### M3 wires, run 1

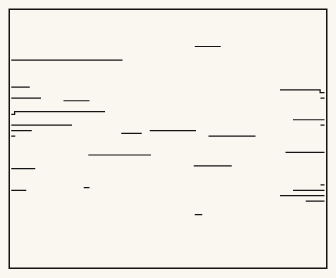
### Signal metal coverage by tile, run 1

Scale bar: 20 um. The die is cut into 16 by 13 equal tiles; dark purple is low, yellow is high, scaled to the fullest tile. Values are wire area over tile area, all layers added.
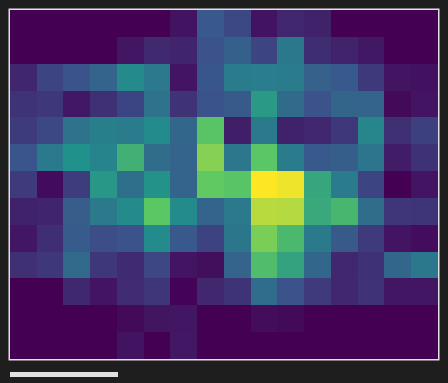
### Met1 routing, run 1

Supply wires on this layer in grey.
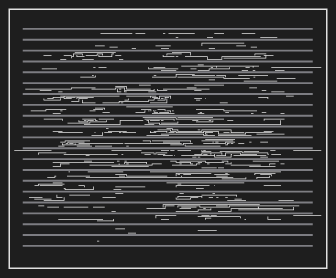
$ cat src/rtl/irq_ctrl.sv
// irq_ctrl: seven-level, edge-triggered interrupt controller with a mask register
// and an ack handshake toward a core.
//
// IRQ[k] raises priority level k+1 (level 7 is the highest). A rising edge on IRQ[k]
// sets PEND[k]. The highest pending, unmasked level is presented on OINT_n, which is
// active-low and registered. A presented level can be preempted upward, but never
// downward. An ack (IACK_n=0) while presenting clears the presented pending bit. It
// then forces one idle GAP cycle before the next request is presented.
//
// Ports:
//   clk        in   clock, rising edge
//   rst        in   synchronous active-high reset
//   IRQ[6:0]   in   interrupt sources
//   IACK_n     in   core acknowledge, active-low
//   mask_we    in   mask write strobe
//   mask_wdata in   new mask value (bit k=1 enables IRQ[k])
//   OINT_n     out  active-low encoded level, 3'b111 = no request
//   PEND[6:0]  out  pending register
//   MASK[6:0]  out  mask register
//
// Build option: define IRQ_CTRL_SYNC_EN to place a 2-flop synchronizer on each IRQ bit
// ahead of edge detection. This adds two cycles of latency.
module irq_ctrl (
  input  logic       clk,
  input  logic       rst,
  input  logic [6:0] IRQ,
  input  logic       IACK_n,
  input  logic       mask_we,
  input  logic [6:0] mask_wdata,
  output logic [2:0] OINT_n,
  output logic [6:0] PEND,
  output logic [6:0] MASK
);

  typedef enum logic [1:0] {StIdle, StReq, StGap} state_e;

  state_e     state_q, state_d;
  logic [2:0] lvl_q, lvl_d;
  logic [2:0] oint_q, oint_d;
  logic [6:0] pend_q, pend_d;
  logic [6:0] mask_q;
  logic [6:0] irq_prev_q;
  logic [6:0] irq_s;
  logic [6:0] eff;
  logic [6:0] clr;
  logic [2:0] lvl;

`ifdef IRQ_CTRL_SYNC_EN
  logic [6:0] sync1_q, sync2_q;

  always_ff @(posedge clk) begin
    if (rst) begin
      sync1_q <= '0;
      sync2_q <= '0;
    end else begin
      sync1_q <= IRQ;
      sync2_q <= sync1_q;
    end
  end

  assign irq_s = sync2_q;
`else
  assign irq_s = IRQ;
`endif

  assign eff = pend_q & mask_q;

  // Priority encode: the highest set bit wins, and 0 means nothing is eligible.
  always_comb begin
    lvl = 3'd0;
    for (int k = 0; k < 7; k++) begin
      if (eff[k]) lvl = 3'(k + 1);
    end
  end

  always_comb begin
    state_d = state_q;
    lvl_d   = lvl_q;
    oint_d  = 3'b111;
    clr     = '0;
    unique case (state_q)
      StIdle: begin
        if (eff != '0) begin
          state_d = StReq;
          lvl_d   = lvl;
          oint_d  = ~lvl;
        end
      end
      StReq: begin
        // An ack refers to the level on OINT_n this cycle, which is lvl_q. The ack
        // takes precedence over a withdrawal that is first seen in the same cycle.
        if (!IACK_n) begin
          clr     = 7'b1 << (lvl_q - 3'd1);
          state_d = StGap;
        end else if (eff == '0) begin
          state_d = StIdle;
        end else begin
          if (lvl > lvl_q) lvl_d = lvl;
          oint_d = (lvl > lvl_q) ? ~lvl : ~lvl_q;
        end
      end
      StGap: begin
        state_d = StIdle;
      end
      default: begin
        state_d = StIdle;
      end
    endcase
  end

  // When an edge sets a bit in the same cycle as an ack clears it, the set wins.
  assign pend_d = (pend_q & ~clr) | (irq_s & ~irq_prev_q);

  always_ff @(posedge clk) begin
    if (rst) begin
      state_q    <= StIdle;
      lvl_q      <= 3'd0;
      oint_q     <= 3'b111;
      pend_q     <= '0;
      mask_q     <= 7'h7F;
      irq_prev_q <= '0;
    end else begin
      state_q    <= state_d;
      lvl_q      <= lvl_d;
      oint_q     <= oint_d;
      pend_q     <= pend_d;
      irq_prev_q <= irq_s;
      if (mask_we) mask_q <= mask_wdata;
    end
  end

  assign OINT_n = oint_q;
  assign PEND   = pend_q;
  assign MASK   = mask_q;

endmodule

$ cat config.mk
export PLATFORM = sky130hd
export DESIGN_NAME = irq_ctrl
export DESIGN_NICKNAME = d
export VERILOG_FILES = /design/src/rtl/irq_ctrl.sv
export SDC_FILE = /design/constraint.sdc
export NUM_CORES = 1
export LEC_CHECK = 0
export CAP_MARGIN = 15
export CELL_PAD_IN_SITES_DETAIL_PLACEMENT = 1
export CELL_PAD_IN_SITES_GLOBAL_PLACEMENT = 2
export CORE_ASPECT_RATIO = 0.8
export CORE_MARGIN = 3
export CORE_UTILIZATION = 29
export CTS_BUF_LIST = sky130_fd_sc_hd__clkbuf_8
export CTS_CLUSTER_DIAMETER = 60
export DETAILED_ROUTE_END_ITERATION = 7
export PLACE_DENSITY = 0.78
export SYNTH_ARGS = -nofsm -noshare
export SYNTH_HDL_FRONTEND = slang
export SYNTH_SLANG_ARGS = --single-unit
$ cat constraint.sdc
create_clock -name clk -period 3.05 [get_ports clk]
set_clock_uncertainty 0.05 [all_clocks]
set_input_delay 0.7625 -clock clk [delete_from_list [all_inputs] [get_ports clk]]
set_output_delay 0.7625 -clock clk [all_outputs]
set_load 0.01 [all_outputs]
==> impl_metrics.yaml, run 1 <==
# synthesis and place-and-route metrics
final_timing:
  final_max_slew_viol_count: 0
  hold_violations: 0
  rsz0062_at_grt: "false"
  finalSetupViolCount: 0
  timing.final.ws_setup_ns: 0.182
  max_slew.worst_pin.slew_ns: 0.452
  fin_tns_setup_ns: 0
  holdWs_ns: 0.436
  max-slew-margin-rel_pct: 69.8
  min_period_ns: 2.87
status:
  status: "completed"
worst_hold_path:
  worstHoldStart: "irq_prev_q[5]"
  hp-class: "reg -> reg"
  min_delay_path_depth: 2
clock_tree:
  cts_buffers: 5
  h-tree-depth: 2
  insertion_delay_ns: 0.29
  hold_buffers: 0
  clk_path_buf_depth: 2
  cts_tree: "done"
  path_clk_slew_ns: 0.06
  cts.sinks: 29
  clock-root-buffer: "clkbuf_8"
placement:
  numPortBuffers: 34
  routabilityCongestion: 0.875
  place_ws_ns: 0.139
  hpwl_mm: 2.74
critical_path:
  required_ns: 3.19
  arrival_ns: 3.01
  cp-startpoint: "MASK[4]"
  r2r_setup_slack_ns: 0.18
  startpoint_type: "flop"
  worst_r2r_path_depth: 10
  path_class: "reg -> reg"
  reg2reg_from: "MASK[4]"
  worstPathMaxFanout: 6
final_layout:
  clk_share_pct: 4.75
  drive_gt1_share_pct: 8.05
  comb_cells: 94
  largest_class: "multi-input combinational cells"
  comb-cell-share_pct: 36.0
  regArea_um2: 581
  area_growth_pct: 39.8
  stdcell_area_um2: 1740
  inverters_excl_clock: 7
  clockBufferCount: 5
  buf_share_pct: 20.4
  final_nets: 195
  ff_count: 29
  nFillCells: 494
floorplan:
  initCoreUtil_pct: 31.5
  die_w_um: 79.2
  io_pins: 35
  row_count: 20
  die_y_um: 64.6
  dieArea_um2: 5120
  taps: 55
  core_area_um2: 3950
grt:
  grt-ovfl-total: 0
  gr-usage-all-layers_pct: 15.0
  grt_first_pass_wirelength_mm: 5.68
  antenna_found_initial: 0
  grt_pass1_vias: 1185
drt:
  avgViaCountPerCell: 4.84
  dr.pass1.iters: 4
  wire_per_inst_um: 15.6
  drc: 0
  ant_nets: 0
  drt_iter0_drc: 62
yosys:
  ys_seq_share_pct: 46.7
  syn_area_per_cell_um2: 9.28
  edf_count: 0
  yosys_warnings: 0
  ys_sh_xor_pct: 0
  synth.distinct_cells: 32
  syn_nets: 156
  synth.logic.top_family: "simple AND/OR/NAND/NOR gates"
  ys_cells: 134
  yosys-stat-area_um2: 1240
  synth-main-ff-cell: "dfxtp_1"
  async_reset_ff_share_pct: 0
  top_cells_by_count: "dfxtp_1, nand2_1, nor2b_1, a21oi_1"
  muxShareOfSynthArea_pct: 6.54
  top_cells_by_area: "dfxtp_1, mux2i_1, nand2_1"
  yosysTopAreaCell: "dfxtp_1"
  synth-simple-area-share_pct: 20.3
flow_run:
  warning_count: 26
pwr:
  max-vdd-ir-drop_mv: 0.321
  p_per_area_nw_per_um2: 592
Back to the opening pictures, 'M3 wires':
The longest straight run is 27.6 um. The layer holds 6.0% of the routed length. The layer carries 213 um of wire. 21 nets have wire on it. The wires run mostly horizontal.
met3 GRT Util: 5.28%
WL final: 3.56 mm
vias after detailed routing: 1109

Back to the opening pictures, 'Signal metal coverage by tile':
10% of the tiles are over half the peak. The fullest tile reaches 0.49. The emptiest ninth of the die: lower left. 22% of the tiles are nearly empty.

Back to the opening pictures, 'Met1 routing':
The layer holds 45% of the routed length. 170 nets have wire on it.

==> run 1: power by group <==
| part | leakage, nW | switching, mW | internal, mW |
|---|---|---|---|
| clock | 0.0491 | 0.148 | 0.154 |
| sequential | 0.241 | 0.0385 | 0.414 |
| combinational | 0.417 | 0.134 | 0.140 |
| total | 0.707 | 0.321 | 0.708 |
==> run 1: worst max-delay path: stages, from the launching register on <==
cell and delay (ns):
dfxtp_1 0.45, nand2_1 0.08, a32o_1 0.27, o21ai_0 0.29
inv_1 0.12, ha_1 0.19, nand3b_1 0.18, a32o_2 0.27
a2111oi_4 0.51, nor2_1 0.08, a311oi_1 0.27
==> run 1: layout by cell type, fill, tap and decap left out, types with 3 or more instances in the layout <==
master / instances
clkdlybuf4s50_1: 34
dfxtp_1: 29
nand2_1: 17
nor2b_1: 10
a21oi_1: 9
inv_1: 8
nor2_1: 7
mux2i_1: 7
o21ai_0: 6
nand2b_1: 5
clkbuf_8: 5
ha_1: 4
a31oi_1: 3
==> run 1: routing by layer <==
layer	part of all wire [%]	GRT usage, %	vias up
li1	-	-	549
met1	45	16.8	524
met2	47	24.6	28
met3	6.0	5.28	8
met4	2.3	9.01	0
met5	0	0	-
==> run 1: stage by stage <==
step,cells,util [%]
2_1_floorplan,134,-
3_3_place_gp,221,41.8
3_5_place_dp,221,41.8
4_1_cts,229,43.9
5_1_grt,229,44.0
6_report,229,44.0
==> run 1: state kept, by name (all words and copies together), names as in the netlist <==
register,cells
PEND,7
irq_prev_q,7
state_q,2
OINT_n,3
lvl_q,3
MASK,7
==> run 1: path summary, 6_finish.rpt <==
path,to
setup reg to reg,lvl_q[2]
hold reg to reg,PEND[5]
hold / removal,PEND[5]
setup / recovery,lvl_q[2]
==> run 1: timing repair <==
action	CTS	global route
resized	0	2
endpoints found under the setup margin	0	4
setup buffers	0	0
### Clock routing, run 1

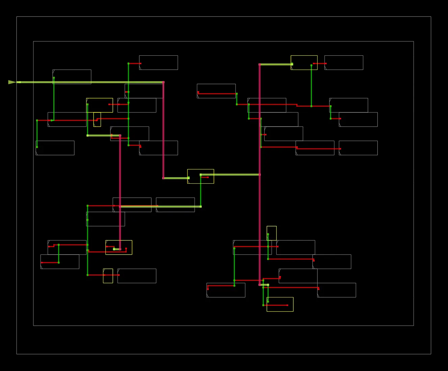

==> run 1 -> run 2 <==
--- a/config.mk
+++ b/config.mk
@@ -15,6 +15,8 @@
 export CTS_CLUSTER_DIAMETER = 60
 export DETAILED_ROUTE_END_ITERATION = 7
 export PLACE_DENSITY = 0.78
+export RECOVER_POWER = 25
+export SKIP_LAST_GASP = 1
 export SYNTH_ARGS = -nofsm -noshare
 export SYNTH_HDL_FRONTEND = slang
 export SYNTH_SLANG_ARGS = --single-unit
### Clock routing, run 2

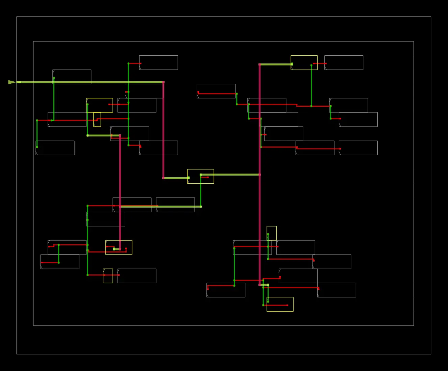
# clk buffers: 5
Latency at later pin: 0.29 ns
CTS sink count: 29
CTS Buf Count: 5

==> run 2 against run 1 <==
Effect of this change:
- fmax is 0.17% lower
- synthesized area stayed put
- setup slack worse by 0.0050 ns
- register-to-register slack hardly changed
- global-route usage stayed put
- die area stayed put
- cell area is 0.22% lower
- cell count stayed put
- hold slack stayed put
- flip-flop count stayed put
==> impl_metrics.yaml, run 2 <==
# synthesis and place-and-route metrics
status:
  status: "completed"
yosys:
  ys_cells: 134
  syn_nets: 156
  synth-main-ff-cell: "dfxtp_1"
  ys_seq_share_pct: 46.7
  top_cells_by_count: "dfxtp_1, nand2_1, nor2b_1, a21oi_1"
  yosys_warnings: 0
  yosysTopAreaCell: "dfxtp_1"
  synth.distinct_cells: 32
  yosys-stat-area_um2: 1240
  async_reset_ff_share_pct: 0
grt:
  grt_pass1_vias: 1185
  use_met2_pct: 24.6
  antenna_found_initial: 0
  grt_use_met3_pct: 5.28
  gr-usage-all-layers_pct: 15.0
  met1_usage_pct: 16.8
  grt-ovfl-total: 0
pwr:
  pwr-share-seq_pct: 44.0
  maxPowerGroup: "registers"
  pg_clk_mw: 0.302
  comb-power_mw: 0.274
  switching_share_pct: 31.2
  switchingPower_mw: 0.320
drt:
  vias: 1108
  wire_per_inst_um: 15.6
  route.met2.wl_mm: 1.66
  ant_nets: 0
  routed-wl-met3_um: 212
  drt_iter0_drc: 64
  avgViaCountPerCell: 4.84
  dr.pass1.iters: 4
  top_layer: "met4"
clock_tree:
  clock-root-buffer: "clkbuf_8"
  post-cts-setup-buffers: 0
  hold_buffers: 0
  path_clk_slew_ns: 0.06
  h-tree-depth: 2
floorplan:
  core_area_um2: 3950
  die_w_um: 79.2
  row_count: 20
  io_pins: 35
  dieArea_um2: 5120
final_timing:
  fin_tns_setup_ns: 0
  timing.final.ws_setup_ns: 0.177
  max-slew-margin-rel_pct: 38.4
  rsz0062_at_grt: "false"
  min_period_ns: 2.87
flow_run:
  warning_count: 26
critical_path:
  startpoint_type: "flop"
  worstPathMaxFanout: 6
  required_ns: 3.19
  path_class: "reg -> reg"
final_layout:
  layout_top_cell: "clkdlybuf4s50_1"
placement:
  hpwl_mm: 2.74
  place_ws_ns: 0.139
worst_hold_path:
  hp-class: "reg -> reg"
==> run 2: cell type report <==
type / count / area [um2]
sequential: 29 / 581
multi-input combinational: 94 / 626
clock buffer: 5 / 68.8
timing repair buffer: 36 / 352
clock inverter: 3 / 13.8
inverter: 7 / 26.3
fill: 495 / 2220
tap: 55 / 68.8
==> run 2: cell families (layout without fill, tap and decap cells) <==
family	count (synthesis)	count (layout)	synth area share (%)
mux	8	8	6.54
compound gates	32	32	19.1
buf+inv	11	51	3.32
simple gates	50	50	20.3
fa+ha+maj	4	4	4.02
flops	29	29	46.7
==> run 2: stage by stage <==
step / power [mW] / cells / area (um2) / util, % / hold WS, ns
4_1_cts: 1.04 / 229 / 1740 / 43.9 / 0.437
6_report: 1.03 / 229 / 1740 / 43.9 / 0.436
5_1_grt: 1.09 / 229 / 1740 / 43.9 / 0.470
3_3_place_gp: 0.720 / 221 / 1650 / 41.8 / 0.423
2_1_floorplan: 0.619 / 134 / 1240 / - / 0.412
3_5_place_dp: 0.732 / 221 / 1650 / 41.8 / 0.428
==> run 2: path summary, 6_finish.rpt <==
check                      from        to  slack [ns]  cells past startpoint
hold reg to reg   irq_prev_q[5]   PEND[5]        0.44                      2
setup / recovery        MASK[4]  lvl_q[2]        0.18                     10
setup reg to reg        MASK[4]  lvl_q[2]        0.18                     10
hold / removal    irq_prev_q[5]   PEND[5]        0.44                      2
==> run 2: critical path, stage by stage, from the launching register on <==
cell and delay, ns:
dfxtp_1 0.45, nand2_1 0.08, a32o_1 0.27, o21ai_0 0.29, inv_1 0.12, ha_1 0.19, nand3b_1 0.18, a32o_2 0.27
a2111oi_4 0.51, nor2_1 0.08, a311oi_1 0.27
==> run 2: repair_timing <==
action,CTS,global route
gates resized,0,2
endpoints found under the hold margin,0,0
setup endpoints to repair,0,4
Power and IR drop assume default switching activity.
